`src/rtl/uart_auth.sv`:
```
// 8N1 UART receiver for the BLE command stream plus the power-authorization FSM.
// 'G' powers the platform up; 'S' powers it down once the rider has stepped off.
module uart_auth #(
    parameter int         BAUD_DIV = 5208,
    parameter logic [7:0] G_CMD    = 8'h47,
    parameter logic [7:0] S_CMD    = 8'h53
) (
    input  logic       clk,
    input  logic       rst_n,
    input  logic       RX,
    input  logic       rider_off,
    output logic [7:0] rx_data,
    output logic       rx_rdy,
    output logic       frm_err,
    output logic       pwr_up
);

    localparam logic [15:0] HALF = 16'(BAUD_DIV / 2);
    localparam logic [15:0] FULL = 16'(BAUD_DIV);

    typedef enum logic [1:0] {IDLE, START, DATA, STOP} rx_state_t;
    typedef enum logic [1:0] {OFF, PWR1, PWR2} auth_state_t;

    logic        rx_s1, rx_sync;
    rx_state_t   rx_st, rx_nxt;
    logic [15:0] cnt, cnt_nxt;
    logic [8:0]  shreg, sh_nxt;
    logic [3:0]  bits, bits_nxt;
    logic [7:0]  data_nxt;
    logic        rdy_nxt, ferr_nxt;
    logic        expire;

    auth_state_t au_st, au_nxt;

    // Preset to idle-high so reset release never looks like a start bit.
    always_ff @(posedge clk or negedge rst_n) begin
        if (!rst_n) begin
            rx_s1   <= 1'b1;
            rx_sync <= 1'b1;
        end else begin
            rx_s1   <= RX;
            rx_sync <= rx_s1;
        end
    end

    assign expire = (cnt == 16'd1);

    always_ff @(posedge clk or negedge rst_n) begin
        if (!rst_n) begin
            rx_st   <= IDLE;
            cnt     <= 16'd0;
            shreg   <= 9'd0;
            bits    <= 4'd0;
            rx_data <= 8'h00;
            rx_rdy  <= 1'b0;
            frm_err <= 1'b0;
        end else begin
            rx_st   <= rx_nxt;
            cnt     <= cnt_nxt;
            shreg   <= sh_nxt;
            bits    <= bits_nxt;
            rx_data <= data_nxt;
            rx_rdy  <= rdy_nxt;
            frm_err <= ferr_nxt;
        end
    end

    always_comb begin
        rx_nxt   = rx_st;
        cnt_nxt  = cnt - 16'd1;
        sh_nxt   = shreg;
        bits_nxt = bits;
        data_nxt = rx_data;
        rdy_nxt  = 1'b0;
        ferr_nxt = 1'b0;
        case (rx_st)
            IDLE: begin
                cnt_nxt = cnt;
                if (!rx_sync) begin
                    rx_nxt  = START;
                    cnt_nxt = HALF;
                end
            end
            START: begin
                if (expire) begin
                    if (rx_sync) begin
                        rx_nxt = IDLE;
                    end else begin
                        rx_nxt   = DATA;
                        cnt_nxt  = FULL;
                        bits_nxt = 4'd0;
                    end
                end
            end
            DATA: begin
                if (expire) begin
                    sh_nxt   = {rx_sync, shreg[8:1]};
                    bits_nxt = bits + 4'd1;
                    cnt_nxt  = FULL;
                    if (bits == 4'd7) rx_nxt = STOP;
                end
            end
            STOP: begin
                if (expire) begin
                    // Back to IDLE right away so an abutting start bit is caught.
                    rx_nxt = IDLE;
                    if (rx_sync) begin
                        data_nxt = shreg[8:1];
                        rdy_nxt  = 1'b1;
                    end else begin
                        ferr_nxt = 1'b1;
                    end
                end
            end
            default: rx_nxt = IDLE;
        endcase
    end

    always_ff @(posedge clk or negedge rst_n) begin
        if (!rst_n) begin
            au_st  <= OFF;
            pwr_up <= 1'b0;
        end else begin
            au_st  <= au_nxt;
            pwr_up <= (au_nxt != OFF);
        end
    end

    always_comb begin
        au_nxt = au_st;
        case (au_st)
            OFF:  if (rx_rdy && rx_data == G_CMD) au_nxt = PWR1;
            PWR1: if (rx_rdy && rx_data == S_CMD) au_nxt = rider_off ? OFF : PWR2;
            PWR2: begin
                // A fresh 'G' beats a coincident dismount.
                if (rx_rdy && rx_data == G_CMD) au_nxt = PWR1;
                else if (rider_off)             au_nxt = OFF;
            end
            default: au_nxt = OFF;
        endcase
    end

endmodule
```
`config.mk`:
```
export PLATFORM = sky130hd
export DESIGN_NAME = uart_auth
export DESIGN_NICKNAME = d
export VERILOG_FILES = /design/src/rtl/uart_auth.sv
export SDC_FILE = /design/constraint.sdc
export NUM_CORES = 1
export LEC_CHECK = 0
export CAP_MARGIN = 10
export CORE_ASPECT_RATIO = 0.7
export CORE_MARGIN = 10
export CORE_UTILIZATION = 47
export DETAILED_ROUTE_END_ITERATION = 8
export PLACE_DENSITY = 0.66
export SYNTH_ARGS = -nofsm -noshare
export SYNTH_HDL_FRONTEND = slang
export SYNTH_SLANG_ARGS = --single-unit
export TNS_END_PERCENT = 10
```
`constraint.sdc`:
```
create_clock -name clk -period 2.28 [get_ports clk]
set_input_delay 0.57 -clock clk [delete_from_list [all_inputs] [get_ports clk]]
set_output_delay 0.57 -clock clk [all_outputs]
set_load 0.01 [all_outputs]
```
### Signal metal coverage by tile, run 1

The bar under the picture is 20 um long. The die is cut into 21 by 16 equal tiles; dark purple is low, yellow is high, scaled to the fullest tile. Values are wire area over tile area, all layers added.
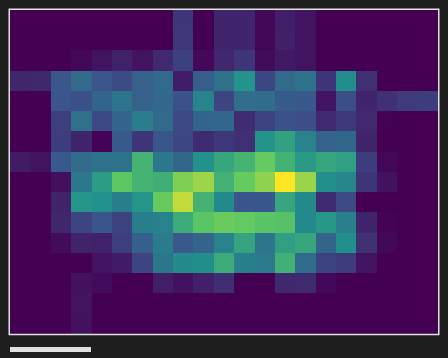
nearly empty tiles: 42%
tiles over half the peak: 13%
emptiest ninth of the die: bottom left
densest ninth of the die: middle
routed vias: 1732
routed wire length: 5.04 mm
Total Routing Usage GR: 12.7%
Avg WL per Cell: 16.2 um

### Clock wiring as the flow saved it, run 1

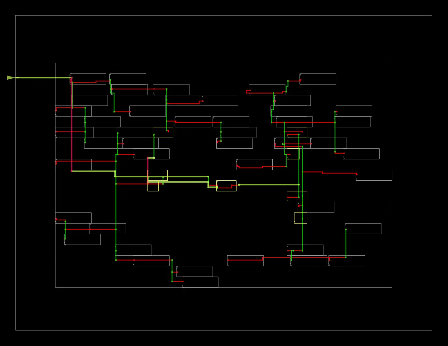
Insertion Delay late pin: 300 ps
clock buf count: 5

### M1 wires, run 1

Supply wires on this layer in grey.
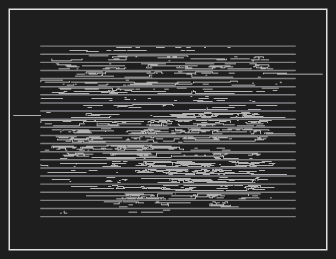
main direction: horizontal
longest straight run: 26.7 um
nets with wire on the layer: 233
met1 usage: 18.7%

==> reports/results.ini, run 1 <==
[routing]
first_iter_violations=122
firstDrtPassIters=4
vias_per_cell=5.59
ant_nets=0
route.detailed.drc=0

[worst_setup_path]
crit_slowest_cell=dfrtp_1
cp_max_fo=8
cp.depth=7
crit_path_end_kind=flop
endpoint=rx_data[5]$_DFFE_PN0P_
timing.rr.start=cnt[1]$_DFFE_PN0P_
crit_arrival_ps=2260
startpoint_type=flop
path_cells=inv_1, ha_1, nor4b_1, and4b_2, and3_4, nand3_4, mux2_4
ff2ff_setup_slack_ps=210
cp.required_ps=2470
critPathKind=flop to flop

[cts]
root_buffer=clkbuf_8
cts_sinks=45
cts.clk_slew.worst_paths_ps=90
cts_made_buffers=5
cts_resized=0
cts_tree=done
htree_levels=2
cts_setup_buffers=0
cts_max_path_buffers=2

[final_layout]
final_cells=310
sh_comb_area_pct=43.9
design_area_sq_um=2780
final_util_pct=56.9
clockNetworkAreaShare_pct=3.38
final_common_cell=dfrtp_1
syn_to_final_growth_pct=14.7
logic_gates=157
nNetsFinal=247
n_fill_cell=450
layout-drive-gt1-share_pct=27.8
seq_share_pct=40.6
signal_buffers=28
diodes=0
nNonClkInverters=3
ff_count=45

[floorplan]
num_rows=21
num_io_pins=15
fp-utilization_pct=49.6
die_h_um=80.1
die_x_um=106
nWellTaps=69

[synth]
synth_cells=215
syn_nets=222
area_leaders=dfrtp_1 (44%), mux2_4 (5.0%), mux2_2 (3.7%), nor2_1 (2.3%), dfstp_2 (2.2%)
postSynthAreaPerCell_sq_um=11.3
muxShareOfSynthArea_pct=8.67
synthesis.area_sq_um=2420
synthMostInstantiatedCell=dfrtp_1
top_area_cell=dfrtp_1
yosys_warnings=0
yosysUniqueCellTypes=66
ys_ff=45
synthAdderAreaFrac_pct=1.55
synth-compound-area-share_pct=12.9
synth_seq_share_pct=46.5
synthFlopType=dfrtp_1
ys_chip_area_sq_um=2420
top_logic_kind=simple AND/OR/NAND/NOR gates
common_cells=dfrtp_1 (43), nor2_1 (15), nand2_1 (14)

[final_timing]
relSlewSlack_pct=62.1
finalCriticalPeriod_ps=2070
fmax_mhz=483
hold_viol=0
period_used_pct=90.8
setup_violations=0

[power_and_ir_drop]
fin_total_pwr_mw=1.35
leakage_nw=1.22
power_density_nw_per_um2=485
peakVddDrop_mv=0.317

[min_path]
hold_class=input port to asynchronous set/reset pin

[grt]
grt_max_degree=46
grt_pass1_wl_mm=8.85
grt_pass1_vias=1765
antenna_found_initial=0

[placed_design]
gp_congestion=0.834
dpl_cell_area_sq_um=2680
place_ws_ps=58.6

[status]
status=finished clean

[flow_run]
maxCapViolations=0

-- run 1: power breakdown --
| part | total (mW) | switching, mW | leakage [nW] | internal [mW] |
|---|---|---|---|---|
| logic | 0.0307 | 0.0234 | 0.601 | 0.00735 |
| clock network | 0.516 | 0.294 | 0.0447 | 0.221 |
| registers | 0.801 | 0.000711 | 0.577 | 0.801 |
| total | 1.35 | 0.318 | 1.22 | 1.03 |
-- run 1: per-layer routing --
metal / GRT usage, % / routed length, um
met1: 18.7 / 2700
met4: 3.77 / 29
met5: 0 / 0
met2: 17.6 / 2040
met3: 3.19 / 269
-- run 1: registers in the layout (all words and copies together) (netlist names), named ones only --
name	count
bits	4
rx_st	1
frm_err	1
pwr_up	1
rx_sync	1
rx_rdy	1
shreg	8
rx_data	8
rx_s1	1
cnt	16
au_st	2
### Metal 2, run 1

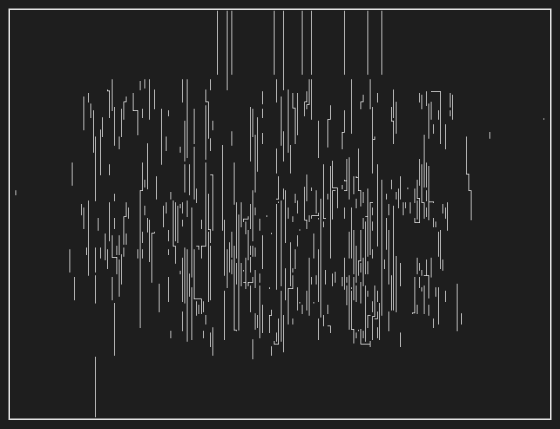

==> run 2: changes to the inputs <==
==> constraint.sdc (replaced) <==
create_clock -name clk -period 2.09 [get_ports clk]
set_input_delay 0.5225 -clock clk [delete_from_list [all_inputs] [get_ports clk]]
set_output_delay 0.5225 -clock clk [all_outputs]
set_load 0.01 [all_outputs]
### Metal 2, run 2

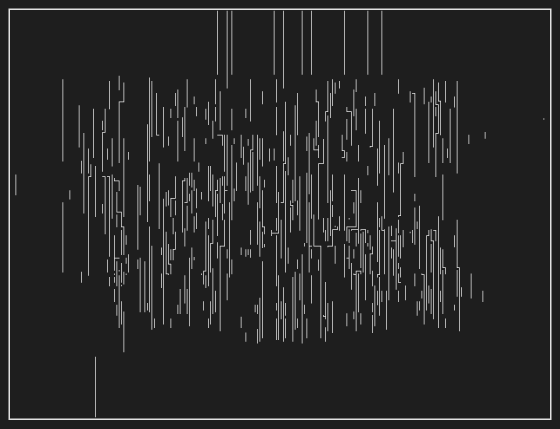
longest straight run: 24.5 um
main direction: vertical
routed vias: 1819
met2 Usage GRT: 18.2%

==> run 2 against run 1 <==
Via count grew 5.0%. Fmax rose by 0.22%. Final area rose by 5.6%. Synthesized cell count is the same. Critical path depth shrank 1. Register-to-register slack lost 190 ps. First-iteration DRC count rose by 4.9%. Final cell count grew 5.5%. Non-clock buffer count increased by 17.
==> reports/results.ini, run 2 <==
[worst_setup_path]
cp.depth=6  ; -1
crit_path_end_kind=flop
path_cells=or4_4, buf_6, nor2_8, and3_4, nand3_4, mux2_4
critPathKind=flop to flop
cp.required_ps=2270  ; -200 ps
ff2ff_setup_slack_ps=20  ; -190 ps
endpoint=rx_data[6]$_DFFE_PN0P_
cp_max_fo=8  ; unchanged

[cts]
cts_tree=done
cts.clk_slew.worst_paths_ps=90  ; about the same
htree_levels=2  ; unchanged
cts_max_path_buffers=2  ; unchanged
root_buffer=clkbuf_8
cts_resized=3  ; +3
clkLatencyLatePin_ps=300  ; about the same

[power_and_ir_drop]
power.share.clock_pct=41.6  ; +3.3 points
seq_cell_power_mw=0.874  ; +9.1%
power_leader=registers
power_density_nw_per_um2=531  ; +9.6%
swShare_pct=20.6  ; -3.0 points
p_switching_mw=0.321  ; +1.0%
comb-power_mw=0.0366  ; +19%
comb_power_share_pct=2.3  ; about the same
seq_power_share_pct=56.0  ; -3.5 points
fin_total_pwr_mw=1.56  ; +16%

[final_timing]
fmax_mhz=484  ; +0.22%
setup_violations=0  ; unchanged
finalCriticalPeriod_ps=2070  ; -4.57 ps
period_used_pct=98.9  ; +8.0 points

[placed_design]
place_ws_ps=-44.6  ; -103 ps

[routing]
vias_per_cell=5.56  ; -0.44%
ant_nets=0  ; unchanged
post_drt_wl_per_cell_um=17.1  ; +5.1%
first_iter_violations=128  ; +4.9%
dr.max_layer_used=met4

[final_layout]
diodes=0  ; unchanged
final_common_cell=dfrtp_1
layout-drive-gt1-share_pct=32.9  ; +5.1 points
syn_to_final_growth_pct=21.1
largest_reg_flops=16  ; unchanged
top_register=cnt
final_cells=327  ; +5.5%
nNetsFinal=264  ; +6.9%
largest_registers=cnt x16, rx_data x8, shreg x8

[grt]
use_met3_pct=3.27  ; +0.080 points
grt_pass1_wl_mm=9.52  ; +7.5%
grt_pass1_vias=1790  ; +1.4%
busiest_layer=met1
antenna_found_initial=0  ; unchanged
grtUsageTotal_pct=13.8  ; +1.1 points

[synth]
syn_nets=222  ; unchanged
ys_chip_area_sq_um=2420  ; unchanged
synth_cells=215  ; unchanged
synth_seq_share_pct=46.5  ; unchanged
synthMostInstantiatedCell=dfrtp_1
synthFlopType=dfrtp_1
yosys_warnings=0  ; unchanged
area_leaders=dfrtp_1 (44%), mux2_4 (5.0%), mux2_2 (3.7%), nor2_1 (2.3%), dfstp_2 (2.2%)

[status]
status=finished clean

[floorplan]
num_rows=21  ; unchanged
num_io_pins=15  ; unchanged
fp-utilization_pct=49.6  ; unchanged
die_h_um=80.1  ; unchanged
die_x_um=106  ; unchanged

[flow_run]
maxCapViolations=0  ; unchanged

[min_path]
hold_class=input port to asynchronous set/reset pin

### Clock wiring as the flow saved it, run 2

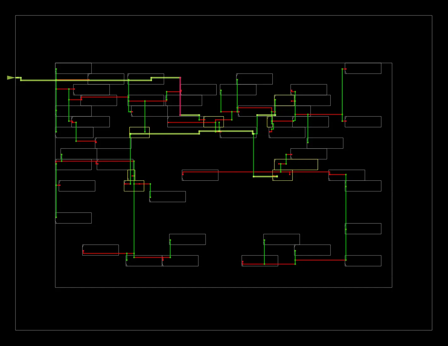
clock buf count: 6
clock-net power: 0.649 mW
clock sink count: 45
CTS buffer count: 5
clk_skew: 7.81 ps

run 2: logic make-up (layout without fill, tap and decap cells):
family,Yosys count,after routing,synth area share [%]
mux,16,16,8.67
flops,45,45,46.5
compound gates,41,41,12.9
xor+xnor,5,5,1.81
simple gates,92,92,24.9
buf+inv,13,56,3.61
fa+ha+maj,3,3,1.55
run 2: final cells by class:
type | instances | area (sq um)
fill | 424 | 1950
timing repair buffer | 45 | 372
multi-input combinational | 157 | 1230
tap | 69 | 86.3
clock buffer | 6 | 72.6
clock inverter | 2 | 35.0
inverter | 3 | 11.3
sequential | 45 | 1130
run 2: through the flow:
stage	util [%]	hold slack (ps)	cell area (sq um)
after floorplan	-	227	2420
after global placement	57.3	348	2800
after detailed placement	57.3	349	2800
after CTS	59.7	200	2920
after global routing	60.1	222	2940
final	60.1	190	2940
### M1 wires, run 2

Supply wires on this layer in grey.
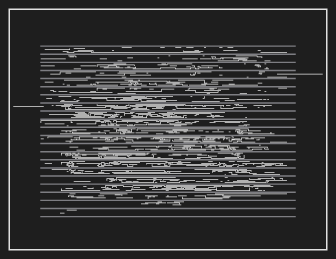

==> run 3: changes to the inputs <==
--- a/config.mk
+++ b/config.mk
@@ -6,7 +6,7 @@
 export NUM_CORES = 1
 export LEC_CHECK = 0
 export CAP_MARGIN = 10
-export CORE_ASPECT_RATIO = 0.7
+export CORE_ASPECT_RATIO = 1.75
 export CORE_MARGIN = 10
 export CORE_UTILIZATION = 47
 export DETAILED_ROUTE_END_ITERATION = 8
### M1 wires, run 3

Supply wires on this layer in grey.
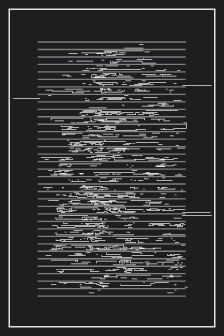
nets with wire on the layer: 248
share of all routed wire: 38%
longest straight run: 16.6 um
routed vias: 1838
met1 usage: 14.4%
routed wire length: 5.48 mm

### Metal 2, run 3

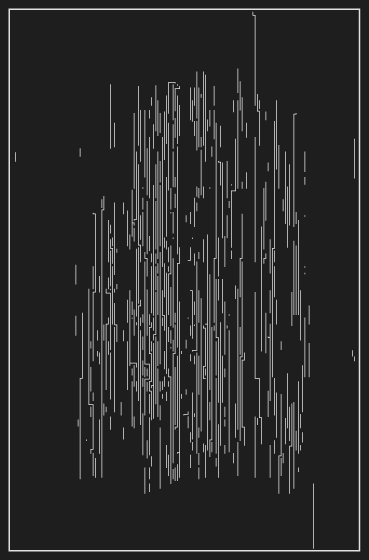
longest straight run: 56.9 um
nets with wire on the layer: 233
main direction: vertical
share of all routed wire: 55%
met2 Usage GRT: 24.8%

==> run 3 against run 2 <==
Hold slack worse by 7.3 ps. Via count up 1.0%. Die size up 0.79%. Sequential cell count unchanged. Synthesized cell count unchanged. Sequential power about the same. Clock-buffer cell count unchanged. Fmax up 3.3%. Area after synthesis unchanged. Wire length down 1.8%. Combinational power up 4%. Final cell count down 3.1%. Largest power group unchanged.
==> reports/results.ini, run 3 <==
[status]
status=finished clean

[grt]
antenna_found_initial=0  ; unchanged
use_met3_pct=3.11  ; -0.16 points
grt-ovfl-total=0
grt_pass1_wl_mm=9.27  ; -2.6%
grt_pass1_vias=1919  ; +7.2%
grtUsageTotal_pct=13.8  ; -0.018 points
busiest_layer=met2

[synth]
synth_seq_share_pct=46.5  ; unchanged
ys_ff=45
ys_chip_area_sq_um=2420  ; unchanged
syn_nets=222  ; unchanged
synth-xor-area-share_pct=1.81  ; unchanged
synthesis.area_sq_um=2420
top_logic_kind=simple AND/OR/NAND/NOR gates
synth-compound-area-share_pct=12.9  ; unchanged
synth_cells=215  ; unchanged
common_cells=dfrtp_1 (43), nor2_1 (15), nand2_1 (14)
synthMostInstantiatedCell=dfrtp_1
synth-edff-count=0
yosys_warnings=0  ; unchanged
async_flop_share_pct=100
area_leaders=dfrtp_1 (44%), mux2_4 (5.0%), mux2_2 (3.7%), nor2_1 (2.3%), dfstp_2 (2.2%)
synthAdderAreaFrac_pct=1.55  ; unchanged
yosys_cells=215
top_area_cell=dfrtp_1
ys_sh_simple_pct=24.9  ; unchanged
muxShareOfSynthArea_pct=8.67  ; unchanged
top_area_share_pct=44.4
synthFlopType=dfrtp_1

[final_layout]
seq_share_pct=37.7  ; -0.74 points
sh_comb_area_pct=41.6  ; -0.35 points
clockNetworkAreaShare_pct=4.01  ; +0.35 points
diodes=0  ; unchanged
layout.nonclk_buf_share_pct=14.1  ; +1.4 points
top_area_cell_class=combinational gates
logic_area_sq_um=1240  ; +1.1%
layout-drive-gt1-share_pct=34.2  ; +1.3 points
layout_top_cells=dfrtp_1 (43), buf_4 (34), nor2_1 (15)
final_common_cell=dfrtp_1
nNonClkInverters=3  ; unchanged
n_clock_buffer=6  ; unchanged
largest_registers=cnt x16, rx_data x8, shreg x8
n_fill_cell=421  ; -0.71%
register_area_sq_um=1130  ; unchanged
final_util_pct=60.2  ; +0.069 points
syn_to_final_growth_pct=23.5
largest_reg_flops=16  ; unchanged
nNetsFinal=269  ; +1.9%
top_register=cnt
signal_buffers=50  ; +11%
logic_gates=157  ; unchanged
design_area_sq_um=2990  ; +2.0%
ff_count=45  ; unchanged
final_cells=317  ; -3.1%

[cts]
cts_sinks=45  ; unchanged
htree_levels=2  ; unchanged
hold_buffers=0
cts_tree=done
cts.clk_slew.worst_paths_ps=90  ; about the same
clkLatencyLatePin_ps=300  ; about the same
cts_max_path_buffers=2  ; unchanged
cts_setup_buffers=0
cts_made_buffers=5  ; unchanged
root_buffer=clkbuf_8
cts_resized=4  ; +1

[routing]
ant_nets=0  ; unchanged
first_iter_violations=80  ; -38%
post_drt_wl_per_cell_um=17.3  ; +1.3%
vias_per_cell=5.80  ; +4.2%
firstDrtPassIters=4
wl_met1_mm=2.06
dr_wl_met3_um=256
dr.max_layer_used=met4

[worst_setup_path]
endpoint=rx_data[2]$_DFFE_PN0P_
cp.required_ps=2280  ; about the same
crit_arrival_ps=2190
timing.rr.start=cnt[1]$_DFFE_PN0P_
critPathKind=flop to flop
ff2ff_setup_slack_ps=90  ; +70 ps
r2r_end=rx_data[2]$_DFFE_PN0P_
reg2reg_depth=8
startpoint=cnt[1]$_DFFE_PN0P_
cp_max_fo=8  ; unchanged
crit_path_end_kind=flop

[final_timing]
hold_slack_ps=183  ; -7.25 ps
period_used_pct=95.7  ; -3.2 points
skew_ps=5.74  ; -2.07 ps
fmax_mhz=500  ; +3.3%
hold_viol=0
setup_violations=0  ; unchanged
relSlewSlack_pct=65.4
tightest_slew_ps=519
finalCriticalPeriod_ps=2000  ; -65.8 ps
setup_ws_ps=89.2
finalSetupTns_ps=0
rsz0062_at_grt=yes

[placed_design]
dp_cells=307
io_buffers=14
place_ws_ps=-88.4  ; -43.8 ps
dpl_cell_area_sq_um=2820  ; +0.58%
gp_congestion=0.848
place_hpwl_mm=4.17

[floorplan]
die_x_um=74.3  ; -30%
fp-utilization_pct=48.7  ; -0.90 points
num_io_pins=15  ; unchanged
num_rows=34  ; +62%
die-area_sq_um=8550
nWellTaps=54  ; -22%
core_area_sq_um=4980
die_h_um=115  ; +44%

[power_and_ir_drop]
power_density_nw_per_um2=538  ; +1.3%
fin_total_pwr_mw=1.61  ; +3.3%

[flow_run]
maxCapViolations=0  ; unchanged
warnings=28

[min_path]
hold_class=input port to asynchronous set/reset pin

-- run 3: cell counts after synthesis --
No cell type changed its count.
-- run 3: logic make-up after synthesis --
kind of cell    count (synthesis)
simple gates                   92
flops                          45
compound gates                 41
mux                            16
buf+inv                        13
xor+xnor                        5
fa+ha+maj                       3
-- run 3: power by group --
group	internal (mW)	total [mW]	switching, mW
registers	0.873	0.874	0.000779
clock network	0.389	0.699	0.310
logic	0.0117	0.0381	0.0264
-- run 3: worst max-delay path, cell delays in order (launching register included) --
cell	delay, ps
dfrtp_1	400
inv_2	80
ha_4	120
nor4b_4	200
and4b_1	240
buf_6	140
and3_4	200
nand3_4	170
mux2_4	340
Power figures rest on the tool's default switching activity, not on a simulated workload.
